**config.mk**
```make
export PLATFORM = sky130hd
export DESIGN_NAME = led_scan_driver_flat
export DESIGN_NICKNAME = d
export VERILOG_FILES = /design/src/rtl/led_scan_driver_if.sv /design/src/rtl/led_scan_driver.sv /design/src/flat_wrapper.sv
export SDC_FILE = /design/constraint.sdc
export NUM_CORES = 1
export LEC_CHECK = 0
export CAP_MARGIN = 30
export CORE_MARGIN = 2
export CORE_UTILIZATION = 60
export DETAILED_ROUTE_END_ITERATION = 6
export MAX_ROUTING_LAYER = met4
export PLACE_DENSITY = 0.91
export REMOVE_ABC_BUFFERS = 1
export SYNTH_ARGS = -nofsm -noshare
export SYNTH_HDL_FRONTEND = slang
export SYNTH_SLANG_ARGS = --single-unit
```
**constraint.sdc**
```tcl
create_clock -name clk -period 10.44 [get_ports clk]
set_input_delay 3.132 -clock clk [delete_from_list [all_inputs] [get_ports clk]]
set_output_delay 3.132 -clock clk [all_outputs]
set_load 0.005 [all_outputs]
```
**src/rtl/led_scan_driver_if.sv**
```systemverilog
// Bundle between the value-producing datapath and the multiplexed
// seven-segment scan driver. The datapath side is the master; the driver
// (which also owns the board-facing segment/digit pins) is the slave.
interface led_scan_driver_if #(
    parameter int DIGITS = 8
);
    logic [4*DIGITS-1:0] data;       // nibble i -> digit i (digit 0 rightmost)
    logic [DIGITS-1:0]   dpIn;       // decimal point per digit, 1 = lit
    logic [DIGITS-1:0]   blankMask;  // 1 = digit forced dark
    logic                lzs;        // leading-zero suppression, used live
    logic                load;       // one-cycle capture strobe
    logic [7:0]          segOut;     // .gfedcba, active-high
    logic [DIGITS-1:0]   digOut;     // digit select, active-low
    logic                frameStart; // first cycle of slot 0
    logic                pending;    // captured value waiting for a frame boundary

    modport master (
        output data, dpIn, blankMask, lzs, load,
        input  segOut, digOut, frameStart, pending
    );

    modport slave (
        input  data, dpIn, blankMask, lzs, load,
        output segOut, digOut, frameStart, pending
    );
endinterface

```
**src/rtl/led_scan_driver.sv**
```systemverilog
// Multiplexed hex display driver for DIGITS common-cathode seven-segment
// digits. Each digit owns a slot of SCAN_DIV cycles; the first GHOST_CYC
// cycles of every slot keep all digits off so the previous digit's segment
// pattern cannot bleed into the next one. New values are captured on 'load'
// and only become visible at a frame boundary, so a frame never mixes old and
// new digits.
module led_scan_driver #(
    parameter int DIGITS    = 8,
    parameter int SCAN_DIV  = 50000,
    parameter int GHOST_CYC = 2
) (
    input  logic              clk,
    input  logic              rst,
    led_scan_driver_if.slave  bus
);

    localparam int DIV_W = (SCAN_DIV > 1) ? $clog2(SCAN_DIV) : 1;
    localparam int IDX_W = (DIGITS > 1) ? $clog2(DIGITS) : 1;
    localparam logic [DIV_W-1:0] DIV_LAST = DIV_W'(SCAN_DIV - 1);
    localparam logic [IDX_W-1:0] IDX_LAST = IDX_W'(DIGITS - 1);

    // Scan position
    logic [DIV_W-1:0]    div_reg, div_next;
    logic [IDX_W-1:0]    idx_reg, idx_next;
    logic                tick;
    logic                boundary;

    // Values currently on display
    logic [4*DIGITS-1:0] act_data_reg, act_data_next;
    logic [DIGITS-1:0]   act_dp_reg, act_dp_next;
    logic [DIGITS-1:0]   act_blank_reg, act_blank_next;

    // Values captured by 'load', waiting for the next frame boundary
    logic [4*DIGITS-1:0] pend_data_reg, pend_data_next;
    logic [DIGITS-1:0]   pend_dp_reg, pend_dp_next;
    logic [DIGITS-1:0]   pend_blank_reg, pend_blank_next;
    logic                pending_reg, pending_next;

    // Registered pin drivers
    logic [7:0]          seg_reg, seg_next;
    logic [DIGITS-1:0]   dig_reg, dig_next;
    logic                frame_start_reg, frame_start_next;

    // Per-digit decoded pattern and leading-zero darkening
    logic [7:0]          seg_digit [DIGITS];
    logic [DIGITS-1:0]   lz_dark;

    // Hex nibble to .gfedcba pattern (bit 7, the dp, is added separately)
    function automatic logic [6:0] hex_to_seg(input logic [3:0] nib);
        logic [6:0] s;
        case (nib)
            4'h0:    s = 7'h3F;
            4'h1:    s = 7'h06;
            4'h2:    s = 7'h5B;
            4'h3:    s = 7'h4F;
            4'h4:    s = 7'h66;
            4'h5:    s = 7'h6D;
            4'h6:    s = 7'h7D;
            4'h7:    s = 7'h07;
            4'h8:    s = 7'h7F;
            4'h9:    s = 7'h6F;
            4'hA:    s = 7'h77;
            4'hB:    s = 7'h7C;
            4'hC:    s = 7'h39;
            4'hD:    s = 7'h5E;
            4'hE:    s = 7'h79;
            default: s = 7'h71;
        endcase
        return s;
    endfunction

    // Slot divider and digit index; a tick on the last digit is the frame boundary
    always_comb begin
        tick     = (div_reg == DIV_LAST);
        boundary = tick && (idx_reg == IDX_LAST);
        div_next = tick ? '0 : div_reg + 1'b1;
        idx_next = idx_reg;
        if (tick) begin
            idx_next = (idx_reg == IDX_LAST) ? '0 : idx_reg + 1'b1;
        end
    end

    // Load capture and tear-free transfer to the active set at the frame boundary
    always_comb begin
        pend_data_next  = pend_data_reg;
        pend_dp_next    = pend_dp_reg;
        pend_blank_next = pend_blank_reg;
        pending_next    = pending_reg;
        act_data_next   = act_data_reg;
        act_dp_next     = act_dp_reg;
        act_blank_next  = act_blank_reg;

        if (bus.load) begin
            pend_data_next  = bus.data;
            pend_dp_next    = bus.dpIn;
            pend_blank_next = bus.blankMask;
            pending_next    = 1'b1;
        end

        if (boundary) begin
            // A load on the boundary cycle itself goes straight to the display
            if (bus.load) begin
                act_data_next  = bus.data;
                act_dp_next    = bus.dpIn;
                act_blank_next = bus.blankMask;
            end else if (pending_reg) begin
                act_data_next  = pend_data_reg;
                act_dp_next    = pend_dp_reg;
                act_blank_next = pend_blank_reg;
            end
            pending_next = 1'b0;
        end
    end

    // Leading-zero run from the most significant digit downwards; digit 0 is never darkened
    always_comb begin
        logic run;
        run     = 1'b1;
        lz_dark = '0;
        for (int i = DIGITS - 1; i >= 0; i--) begin
            run        = run & (act_data_next[4*i +: 4] == 4'h0) & ~act_dp_next[i];
            lz_dark[i] = run & (i != 0);
        end
    end

    // Segment pattern per digit, with blanking and suppression taking priority
    generate
        for (genvar gi = 0; gi < DIGITS; gi++) begin : g_digit
            assign seg_digit[gi] = (act_blank_next[gi] || (bus.lzs && lz_dark[gi]))
                                 ? 8'h00
                                 : {act_dp_next[gi], hex_to_seg(act_data_next[4*gi +: 4])};
        end
    endgenerate

    // Pin values for the coming cycle, computed from the coming scan position
    always_comb begin
        seg_next         = 8'h00;
        dig_next         = '1;
        frame_start_next = boundary;
        if (int'(div_next) >= GHOST_CYC) begin
            dig_next[idx_next] = 1'b0;
            seg_next           = seg_digit[idx_next];
        end
    end

    // Scan position registers
    always_ff @(posedge clk or posedge rst) begin
        if (rst) begin
            div_reg <= '0;
            idx_reg <= '0;
        end else begin
            div_reg <= div_next;
            idx_reg <= idx_next;
        end
    end

    // Active and pending display value registers
    always_ff @(posedge clk or posedge rst) begin
        if (rst) begin
            act_data_reg   <= '0;
            act_dp_reg     <= '0;
            act_blank_reg  <= '0;
            pend_data_reg  <= '0;
            pend_dp_reg    <= '0;
            pend_blank_reg <= '0;
            pending_reg    <= 1'b0;
        end else begin
            act_data_reg   <= act_data_next;
            act_dp_reg     <= act_dp_next;
            act_blank_reg  <= act_blank_next;
            pend_data_reg  <= pend_data_next;
            pend_dp_reg    <= pend_dp_next;
            pend_blank_reg <= pend_blank_next;
            pending_reg    <= pending_next;
        end
    end

    // Glitch-free registered pin drivers
    always_ff @(posedge clk or posedge rst) begin
        if (rst) begin
            seg_reg         <= 8'h00;
            dig_reg         <= '1;
            frame_start_reg <= 1'b0;
        end else begin
            seg_reg         <= seg_next;
            dig_reg         <= dig_next;
            frame_start_reg <= frame_start_next;
        end
    end

    assign bus.segOut     = seg_reg;
    assign bus.digOut     = dig_reg;
    assign bus.frameStart = frame_start_reg;
    assign bus.pending    = pending_reg;

endmodule

```
**src/flat_wrapper.sv**
```systemverilog
// flat-port wrapper written by rule: the top's interface ports become plain ports
module led_scan_driver_flat 
#(
    parameter int DIGITS    = 8,
    parameter int SCAN_DIV  = 50000,
    parameter int GHOST_CYC = 2
)
  (clk, rst, bus_data, bus_dpIn, bus_blankMask, bus_lzs, bus_load, bus_segOut, bus_digOut, bus_frameStart, bus_pending);
  led_scan_driver_if #(.DIGITS(DIGITS)) bus_i ();
  input  logic clk;
  input  logic rst;
  input wire logic [$bits(bus_i.data)-1:0] bus_data;
  input wire logic [$bits(bus_i.dpIn)-1:0] bus_dpIn;
  input wire logic [$bits(bus_i.blankMask)-1:0] bus_blankMask;
  input wire logic [$bits(bus_i.lzs)-1:0] bus_lzs;
  input wire logic [$bits(bus_i.load)-1:0] bus_load;
  output wire logic [$bits(bus_i.segOut)-1:0] bus_segOut;
  output wire logic [$bits(bus_i.digOut)-1:0] bus_digOut;
  output wire logic [$bits(bus_i.frameStart)-1:0] bus_frameStart;
  output wire logic [$bits(bus_i.pending)-1:0] bus_pending;
  assign bus_i.data = bus_data;
  assign bus_i.dpIn = bus_dpIn;
  assign bus_i.blankMask = bus_blankMask;
  assign bus_i.lzs = bus_lzs;
  assign bus_i.load = bus_load;
  assign bus_segOut = bus_i.segOut;
  assign bus_digOut = bus_i.digOut;
  assign bus_frameStart = bus_i.frameStart;
  assign bus_pending = bus_i.pending;
  led_scan_driver #(.DIGITS(DIGITS), .SCAN_DIV(SCAN_DIV), .GHOST_CYC(GHOST_CYC)) u_core (.clk(clk), .rst(rst), .bus(bus_i));
endmodule
```
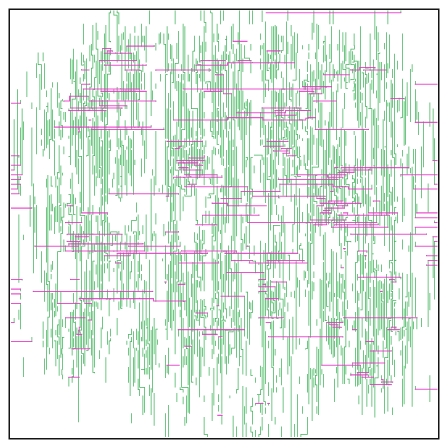
run_1/metal_stack.png
Only two layers are drawn.
Key: met3 = magenta [wire length 1,580 um]; met2 = green [wire length 11,000 um]

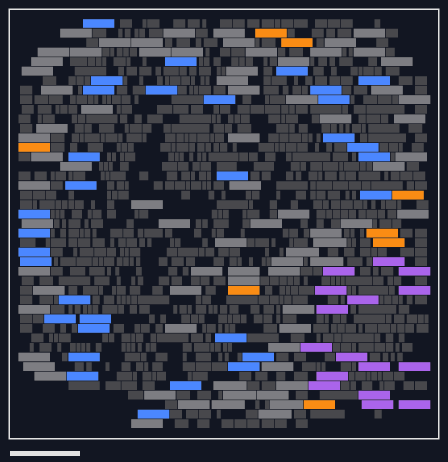
run_1/registers.png
The bar under the picture is 20 um long. Other sequential cells in the stronger grey, the rest of the logic in the fainter grey.
Key: u_core.act_data_reg = blue [placed flops 32, where all over the die]; u_core.div_reg = purple [placed flops 16, where lower right]; u_core.pend_blank_reg = orange [placed flops 8]
Another 77 sequential cells are not coloured.

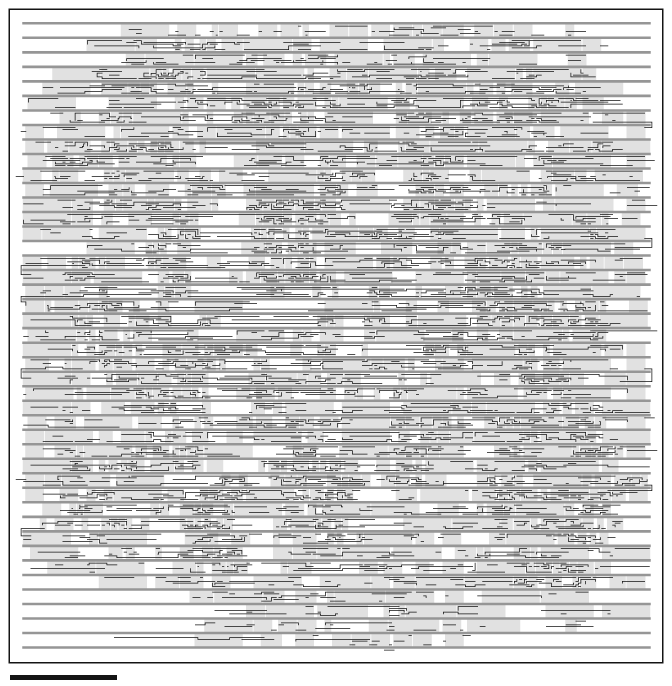
run_1/met1.png
The bar under the picture is 20 um long. Supply wires on this layer in grey. Cells faint in the background.
939 nets have wire on it. The layer holds 43% of the routed length. The wires run mostly horizontal. The longest straight run is 48.3 um.
vias after detailed routing: 7,380
Detailed Route WL: 22.99 mm
met1 layer usage reported by global route: 0.4248

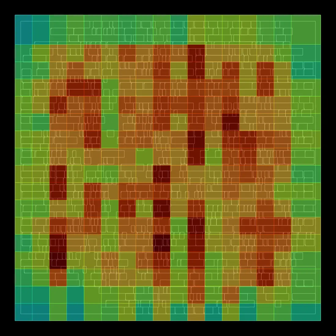
run_1/final_congestion.png
layer with the highest usage after global routing: met2
met2 track demand over resource: 0.5098
Global Route Usage Sum: 0.3249
share of the core filled with cells: 0.7191
global routing met3 resource utilization: 0.06788

[run 1: final timing paths]
check	to	depth (start not counted)
setup / recovery	u_core.bus.segOut[0]$_DFF_PP0_	14
hold / removal	u_core.pend_data_reg[5]$_DFFE_PP0P_	2
setup reg to reg	u_core.bus.segOut[2]$_DFF_PP0_	17
hold reg to reg	u_core.pend_data_reg[5]$_DFFE_PP0P_	2
max in group asynchronous	u_core.bus.digOut[5]$_DFF_PP1_	4
min in group asynchronous	u_core.div_reg[11]$_DFF_PP0_	2
[run 1: metrics by stage]
step           total power, uW  utilization  hold slack [ns]  worst slack [ns]  instances
2_1_floorplan            635.7            -           0.4460             3.767        846
5_1_grt                   1432       0.7191           0.5099             3.514       1140
4_1_cts                   1390       0.7171           0.4993             3.852       1139
3_3_place_gp             688.5       0.6670           0.4722             3.485       1106
6_report                  1393       0.7191           0.4963             3.809       1140
3_5_place_dp             692.0       0.6673           0.4848             3.439       1107
[run 1: layout make-up]
| type | instances | area, um2 |
|---|---|---|
| Multi-Input combinational cell | 653 | 4624 |
| Fill cell | 1025 | 3869 |
| Sequential cell | 133 | 3338 |
| Timing Repair Buffer | 82 | 800.8 |
| Clock buffer | 18 | 439.2 |
| Clock inverter | 14 | 246.5 |
| Inverter | 60 | 230.2 |
| Tap cell | 180 | 225.2 |
[run 1: worst min-delay path, cell delays in order (launching register included)]
cell and delay, ns:
dfrtp_1 0.32, mux2i_1 0.08, inv_1 0.06
[run 1: metal layers]
layer | GRT usage | vias to the layer above | routed length (um)
li1 | - | 3390 | -
met1 | 0.4248 | 3571 | 9870
met2 | 0.5098 | 373 | 11020
met3 | 0.06788 | 46 | 1584
met4 | 0.1027 | 0 | 516
met5 | - | - | 0
==> notes.org, run 1 <==
#+TITLE: Synthesis and PnR summary

** Status
- Status :: complete, no violations

** Clocking
- CTS Hold Buffers Added :: 0
- # Post-CTS Setup Buffers :: 0
- Clock slew seen by the registers of the worst setup and hold paths :: 0.06 ns
- Per the CTS log, the root buffer master is clkbuf_16.

** Logic synthesis
- Synthesized-area fraction occupied by adder cells :: 0.06421
- For reference, the top logic cell family by area is AND-OR/OR-AND gates.
- The synthesized netlist occupies a cell area of roughly 0.0084 mm2.
- Cell type with the largest total area after synthesis :: dfrtp_1
- For this run, the register share of the synthesized area comes to 0.3984.
- Yosys aoi share :: 0.1959
- Commonest cells in the netlist :: dfrtp_1, nand2_1, nor2_1, inv_1, ha_1
- Yosys mapped a number of flops with a built-in enable equal to 0.

** Die
- The chip occupies 0.01493 mm2.
- Per the OpenROAD floorplan log, the height of the die is 122.2 um.
- In the floorplan report the effective utilization is 0.6084.

** Place
- During placement, the flow inserted port buffers numbering 69.
- Placed wire-length estimate after detailed placement :: approximately 16 mm
- Placer's final routability congestion estimate :: 0.9686

** STA
- For this run, the top clock speed supported by timing is 150.8 MHz.
- Headroom to the max-slew limit came out at 0.3240.
- Number of hold violations in the final report :: 0
- Sum of negative setup slack :: 0 ns
- Post-route period utilization is reported as 0.6352.

** Worst setup path
- Type of destination of the critical path :: flop
- The worst-case reg-to-reg setup slack stands at 5.74 ns.
- Cell chain of the critical path :: buf_2, buf_4, nand2_1, o22ai_1, a21o_1, ha_1, o211ai_1, a221oi_1, o22a_1, and3_1, nand4_2, nor3_4, o311ai_0, and4_1

** Final layout
- Most used cells in the layout excluding fill and tap cells :: dfrtp_1, nand2_1, clkdlybuf4s50_1
- Ant. Diodes :: 0
- Design Area, Final :: 0.009905 mm2

** Power and ir drop
- Top Consumer :: the clock network
- Fraction of power spent switching nets :: 0.2398
- Of the total power, combinational logic draws 0.096.
- Power attributed to sequential cells is 553 uW.

** Global route
- Entering global routing, the biggest net connects 78 pins.

** Routing
- In this run the remaining antenna-violating nets after routing total 0.

** Hold path
- The startpoint identified for the worst hold timing path is u_core.pend_data_reg[5]$_DFFE_PP0P_.
run_1/port_nets.png
The bar under the picture is 20 um long.
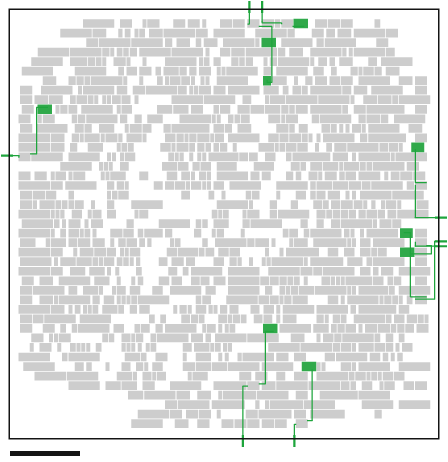

## Run 2: what changed since run 1
--- a/config.mk
+++ b/config.mk
@@ -7,10 +7,10 @@
 export LEC_CHECK = 0
 export CAP_MARGIN = 30
 export CORE_MARGIN = 2
-export CORE_UTILIZATION = 60
+export CORE_UTILIZATION = 53
 export DETAILED_ROUTE_END_ITERATION = 6
 export MAX_ROUTING_LAYER = met4
-export PLACE_DENSITY = 0.91
+export PLACE_DENSITY = 0.86
 export REMOVE_ABC_BUFFERS = 1
 export SYNTH_ARGS = -nofsm -noshare
 export SYNTH_HDL_FRONTEND = slang
==> constraint.sdc (replaced) <==
create_clock -name clk -period 6 [get_ports clk]
set_input_delay 1.8 -clock clk [delete_from_list [all_inputs] [get_ports clk]]
set_output_delay 1.8 -clock clk [all_outputs]
set_load 0.005 [all_outputs]
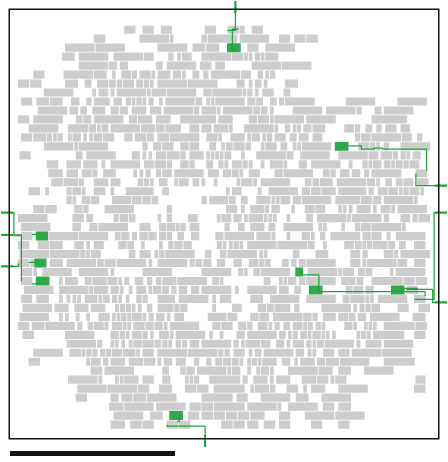
run_2/port_nets.png
The bar under the picture is 50 um long.
Key: bus_blankMask = green [bits 8, direction input, end cells 9, buffers 8, wire 216 um]

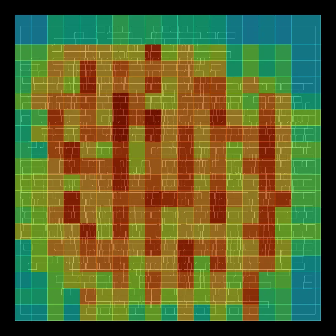
run_2/final_congestion.png
met2 track demand over resource: 0.4552
share of the core filled with cells: 0.6461

==> run 2 against run 1 <==
Hold slack about the same. Clock power up 49%. Sequential cell count unchanged. Critical path type unchanged. Largest power group unchanged.
==> notes.org, run 2 <==
#+TITLE: Synthesis and PnR summary

** Place
- Number of port buffers :: 69 (unchanged)
- The global placer's final weighted congestion was 0.9730 (+0.45%).
- Placed wire-length estimate after detailed placement :: 17.00 mm (+4.3%)

** Routing
- The detailed-route via count is 7,491 (+1.5%).
- Length of routed met2 wiring :: 11.07 mm (+0.42%)
- Detailed Route WL :: 23.40 mm (+1.8%)
- The post-route antenna net violation count was 0 (unchanged).
- Routed length on met3 :: 1.798 mm (+14%)
- Routed metal-1 wire length :: 9.879 mm (about the same)

** Final layout
- The top cell types in the final layout, fill and taps aside, are dfrtp_1, nand2_1, clkdlybuf4s50_1.
- Ant. Diodes :: 0 (unchanged)

** STA
- Static timing analysis puts the maximum clock frequency at 204.6 MHz.
- Minimum period implied by the final worst setup slack :: 4.887 ns
- Sum of negative setup slack :: 0 ns (unchanged)
- Setup repair after global routing left no endpoint under its margin.
- The number of hold violations in the final report was 0 (unchanged).
- Headroom to the max-slew limit :: 0.3015 (-0.02255)
- Of the available clock period, the critical path in the final layout requires 0.8145.

** Global route
- Global Route Usage Sum :: 0.2965 (-0.02832)
- Largest net degree at the start of global routing :: 68 (-13%)

** Status
- The run finished with clean final reports.

** Clocking
- CTS Hold Buffers Added :: 0 (unchanged)
- Root Buffer :: clkbuf_16
- The number of setup buffers added after CTS is 0 (unchanged).
- The post-CTS clock slew at the launch and capture registers of the worst setup and hold paths is 0.06 ns (about the same).

** Worst setup path
- Crit path arrival time :: 5.13 ns
- The worst setup path is captured at a flop.
- Cell chain of the critical path :: buf_2, nor2b_1, buf_4, a32oi_1, nand3_1, inv_1, ha_1, o211ai_1, a221oi_1, o22ai_1, o21ai_4, a311oi_1, o311ai_0, a311oi_1
- The script reports the combined buffer and inverter count of the critical path as 3.

** Logic synthesis
- Yosys reported that registers with async set or reset make up 1.000.
- Area of the mapped netlist :: 0.008379 mm2 (unchanged)
- Cell type with the largest total area after synthesis :: dfrtp_1
- Commonest cells in the netlist :: dfrtp_1, nand2_1, nor2_1, inv_1, ha_1
- The post-synthesis sequential area ratio is 0.3984 (unchanged).
- Top logic family :: AND-OR/OR-AND gates
- During synthesis, Yosys emitted a total of 0 warnings.
- The synthesized design contains 133 register bits.
- Synthesized-area fraction occupied by adder cells :: 0.06421 (unchanged)
- Yosys aoi share :: 0.1959 (unchanged)
- The number of enable flip-flop cells was 0 (unchanged).

** Die
- Vertical extent of the die :: 129.7 um (+6.2%)
- The starting utilization of the core area came to 0.5471 (-0.06124).
- The total die size was 0.01683 mm2 (+13%).

** Power and ir drop
- The post-route total power came to 2245 uW (+61%).
- For this design the static power due to leakage is 0.004500 uW.

** Hold path
- The worst hold path begins at u_core.div_reg[0]$_DFF_PP0_.
## run 2: cell types whose count changed in the layout (fill, tap and decap cells not counted), sizes merged
cell      delta
clkinvlp     -3
bufinv       -4
buf          +9
inv          -3
clkbuf      +10
## run 2: metrics by stage
stage	area, um2	cells	hold WS, ns	setup WS [ns]	util
finish	9894	1180	0.4960	1.113	0.6461
global route	9894	1180	0.4970	0.9331	0.6461
CTS	9887	1179	0.4915	1.151	0.6456
detailed placement	9300	1147	0.4785	0.7228	0.6073
global placement	9300	1147	0.4654	0.9365	0.6073
floorplan	8188	846	0.4460	0.6588	-
## run 2: where the power goes
| part | internal [uW] | switching (uW) |
|---|---|---|
| combinational | 107 | 130 |
| sequential | 941 | 21.9 |
| clock | 666 | 379 |
| total | 1710 | 531 |
## run 2: metal layers
layer  global-route usage  up-vias
met5                    -        -
met4               0.1082        0
met3              0.05658       61
met2               0.4552      385
met1               0.3947     3638
li1                     -     3407
## run 2: area by class of cell
cell class	count	area [um2]
Timing Repair Buffer	91	850.8
Clock buffer	28	516.7
Sequential cell	133	3338
Tap cell	211	264.0
Multi-Input combinational cell	653	4624
Clock inverter	4	70.07
Fill cell	1245	5420
Inverter	60	230.2
## run 2: path summary, 6_finish.rpt
check	to	slack, ns	cells after the start
setup / recovery	u_core.bus.segOut[2]$_DFF_PP0_	1.11	14
hold / removal	u_core.div_reg[0]$_DFF_PP0_	0.50	1
setup reg to reg	u_core.bus.segOut[2]$_DFF_PP0_	1.29	17
hold reg to reg	u_core.div_reg[0]$_DFF_PP0_	0.50	1
max in group asynchronous	u_core.act_data_reg[31]$_DFF_PP0_	3.18	3
min in group asynchronous	u_core.idx_reg[1]$_DFF_PP0_	1.85	2
No activity file was given, so power comes from the tool's default toggle rates.
